==> config.mk <==
export PLATFORM = sky130hd
export DESIGN_NAME = mix_core_flat
export DESIGN_NICKNAME = d
export VERILOG_FILES = /design/src/rtl/mix_core_pkg.sv /design/src/rtl/mix_core_if.sv /design/src/rtl/mix_round.sv /design/src/rtl/mix_core.sv /design/src/flat_wrapper.sv
export SDC_FILE = /design/constraint.sdc
export NUM_CORES = 1
export LEC_CHECK = 0
export CAP_MARGIN = 30
export CORE_UTILIZATION = 45
export CTS_CLUSTER_DIAMETER = 40
export DETAILED_ROUTE_END_ITERATION = 6
export HOLD_SLACK_MARGIN = 0.12
export PLACE_DENSITY = 0.71
export SLEW_MARGIN = 25
export SYNTH_ARGS = -nofsm -noshare
export SYNTH_HDL_FRONTEND = slang
export SYNTH_SLANG_ARGS = --single-unit
==> constraint.sdc <==
create_clock -name clk -period 34.3 [get_ports clk]
set_input_delay 3.43 -clock clk [delete_from_list [all_inputs] [get_ports clk]]
set_output_delay 3.43 -clock clk [all_outputs]
set_load 0.01 [all_outputs]
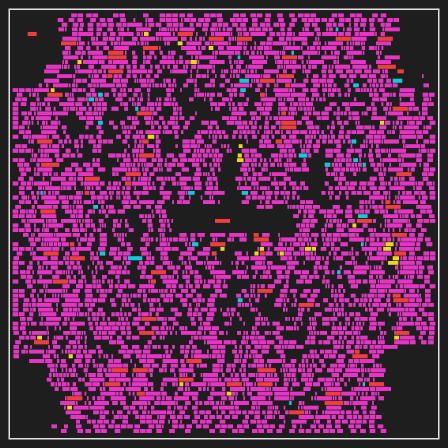
*Cell sizes after repair*
legend:
  _6 and larger:
    color: red
    cells: 77
  _2 cells:
    color: cyan
    cells: 29
  _0 and _1 cells:
    color: magenta
    cells: 3,631
  _3 and _4 cells:
    color: yellow
    cells: 28
summed area of non-filler cells in the final layout: 35,200 µm²
signed area change from the synthesized netlist to the final layout: 27.9%
crit path setup slack, layout: 15,730 ps
total of plain and repair buffers excluding clock buffers: 532

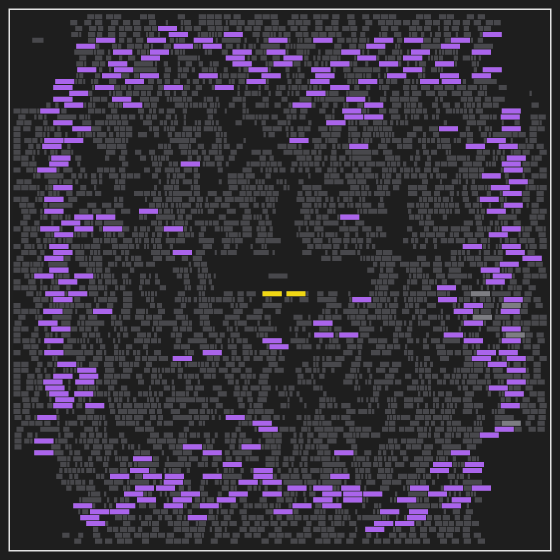
*Sequential cells colored by netlist name*
Other sequential cells in the stronger gray, the rest of the logic in the fainter gray.
legend:
  u_core.r_q:
    color: yellow
    sequential_cells: 2
  u_core.bus.out_data:
    color: purple
    sequential_cells: 256
    where: widely spread
not colored: 5
register share of the cell area: 18.7%
Seq. cell area: 6580 µm²
share of the core filled with cells: 58.3%

==> flow_summary_export.csv <==
group,metric,value,unit
cts,worst_setup_hold_path_clk_slew,50,ps
placed_design,place.port_buffers,518,
worst_setup_path,critical_path.startpoint_type,"register",
final_timing,report.final.setup_viol,0,
floorplan,num_io_pins,519,
worst_setup_path,worstSetupPathType,"register to register",
global_routing,grt_pass1_wl,161000,µm
cells_and_area,num-nets-final,4493,
synthesis,yosys_warnings,0,
global_routing,grt_antenna_before_repair,1,
detailed_routing,drt_pass1_iterations,6,
synthesis,topCellsByArea,"dfrtp_1 (24%), ha_1 (22%), xnor2_1 (8.3%)",
synthesis,mappedNetlistNets,4018,
floorplan,floorplan.core_util,45.6,%
cells_and_area,final_cell_mix,"clkdlybuf4s50_1 (517), ha_1 (492), nand2_1 (474), dfrtp_1 (263), xnor2_1 (262)",
worst_setup_path,ff2ff_setup_slack,15730,ps
cts,ctsHtreeMaxLevel,2,
worst_setup_path,type_of_destination_of_the_critical_path,"register",
cts,clock.latency.late_pin,590,ps
cells_and_area,layout_top_cell_excl_fill_tap,"clkdlybuf4s50_1",
status,outcome,"complete, no violations",
cts,cts_tree,"done",
synthesis,netlist_area,27500,µm²
worst_setup_path,required_time_of_the_worst_setup_path,34730,ps
cells_and_area,drive_gt1_share,3.56,%
final_timing,post-route-min-period,18570,ps
cells_and_area,layout.area.comb,20100,µm²
synthesis,numSynthFlops,263,
worst_setup_path,arrival_time_at_the_worst_endpoint,19000,ps
final_timing,finalClockPeriodUsage,54.1,%
synthesis,yosys_most_used_dff,"dfrtp_1",
synthesis,synth.avg_cell_area,8.46,µm²
cts,cts_hold_repair.buffers,0,
worst_setup_path,crit_path_max_fanout,12,
final_timing,fmaxAchievable,53.9,MHz
placed_design,post_dp_cell_area,33400,µm²
synthesis,number_of_flops_mapped_to_enable_cells_by_yosys,0,
final_timing,hold_viol_final,0,
detailed_routing,drt-vias-per-instance,5.96,
synthesis,async_reset_ff_share,100,%
cts,clock_sinks,263,
detailed_routing,drcViolationCount,0,
final_timing,slew-limit-headroom,32.1,%
worst_setup_path,crit_path_max_incr_delay,630,ps
flow_run,maxCapViolations,0,
synthesis,synth.yosys.seq_area_share,23.9,%
detailed_routing,route.vias.total,27114,
cts,cts_root_buf,"clkbuf_16",
detailed_routing,totalWireLength,108000,µm
floorplan,dieWidth,249,µm
hold_path,hold-path-cell-count,2,
final_timing,grt_setup_unrepaired,"false",
detailed_routing,drt-wirelength-per-cell,23.8,µm
global_routing,pin_count_of_the_biggest_net_entering_global_routing,168,
global_routing,global_route.overflow_total,0,
detailed_routing,route.antenna.remaining_nets,0,
synthesis,ys_area,27500,µm²
global_routing,grt_use_total,34.0,%
cts,number_of_gates_resized_after_cts,0,
cts,postCtsSetupRepairBufs,0,
synthesis,yosysUniqueCellTypes,80,
synthesis,synth.top_cell.area_share,23.9,%
cts,max-clock-path-buffers,3,
final_timing,timing_worst_slew_pin_value,1020,ps
cells_and_area,num-fill-cells,5491,
worst_setup_path,critical-path-top-cell-by-count,"ha_1",
cts,cts_made_buffers,50,
floorplan,fp.dieArea,62100,µm²
-- area by class of cell --
type | count | share of cell area, %
Multi-Input combinational cell | 2754 | 57.2
Sequential cell | 263 | 18.7
Timing Repair Buffer | 532 | 15.2
Clock buffer | 55 | 3.73
Tap cell | 782 | 2.78
Inverter | 125 | 1.33
Clock inverter | 36 | 1.14
Antenna cell | 1 | 0.00711
-- cells in the mapped netlist, drive strengths merged (4+ instances only) --
cell type,number
inv,125
nor3b,5
xnor2,265
a21o,118
dfrtp,263
a21oi,260
o2111ai,5
nor2b,20
a2111oi,7
and3,41
o211ai,10
nor2,202
o22ai,45
or4,4
o221ai,5
nand4,17
o21bai,50
o31ai,10
nor3,28
clkbuf,86
ha,492
a211o,10
a22oi,106
a31oi,98
nand2b,25
and2,14
a21boi,10
nand2,475
a41oi,4
xor2,132
nand3,52
and4,9
fa,15
a211oi,25
a31o,4
a221o,6
buf,23
o21ai,106
or3,8
o21a,20
-- stage by stage --
stage,cells,hold WS (ps),setup WS [ps],util [%]
global placement,4455,533,15950,55.4
finish,4548,543,15730,58.3
global route,4548,572,14580,58.3
floorplan,3251,538,18950,-
CTS,4546,543,15860,58.2
detailed placement,4455,527,15930,55.4
-- logic make-up after synthesis --
family | after synthesis | share of synthesized area (%)
fa+ha+maj | 507 | 23.5
flops | 263 | 23.9
buf+inv | 234 | 3.21
mux | 6 | 0.232
compound gates | 926 | 21.7
simple gates | 916 | 14.6
xor+xnor | 399 | 12.9
-- critical path: cells and delay by family, from the launching register on --
family,cells,cell delay (ps)
adder cells (fa/ha/maj),19,5970
AND-OR/OR-AND,25,5160
AND/OR/NAND/NOR,14,3340
XOR/XNOR,9,2980
flip-flops,1,550
buffers and inverters,2,290
multiplexers,1,70
-- routing by layer --
metal  vias up  wire length, µm  global-route usage, %  share of wire [%]
met2      1238            49800                   55.9                 46
li1      12712                -                      -                  -
met4         0             4850                   14.1                4.5
met5         -                0                      0                  0
met1     12944            45400                   44.3                 42
met3       220             8150                   5.33                7.5
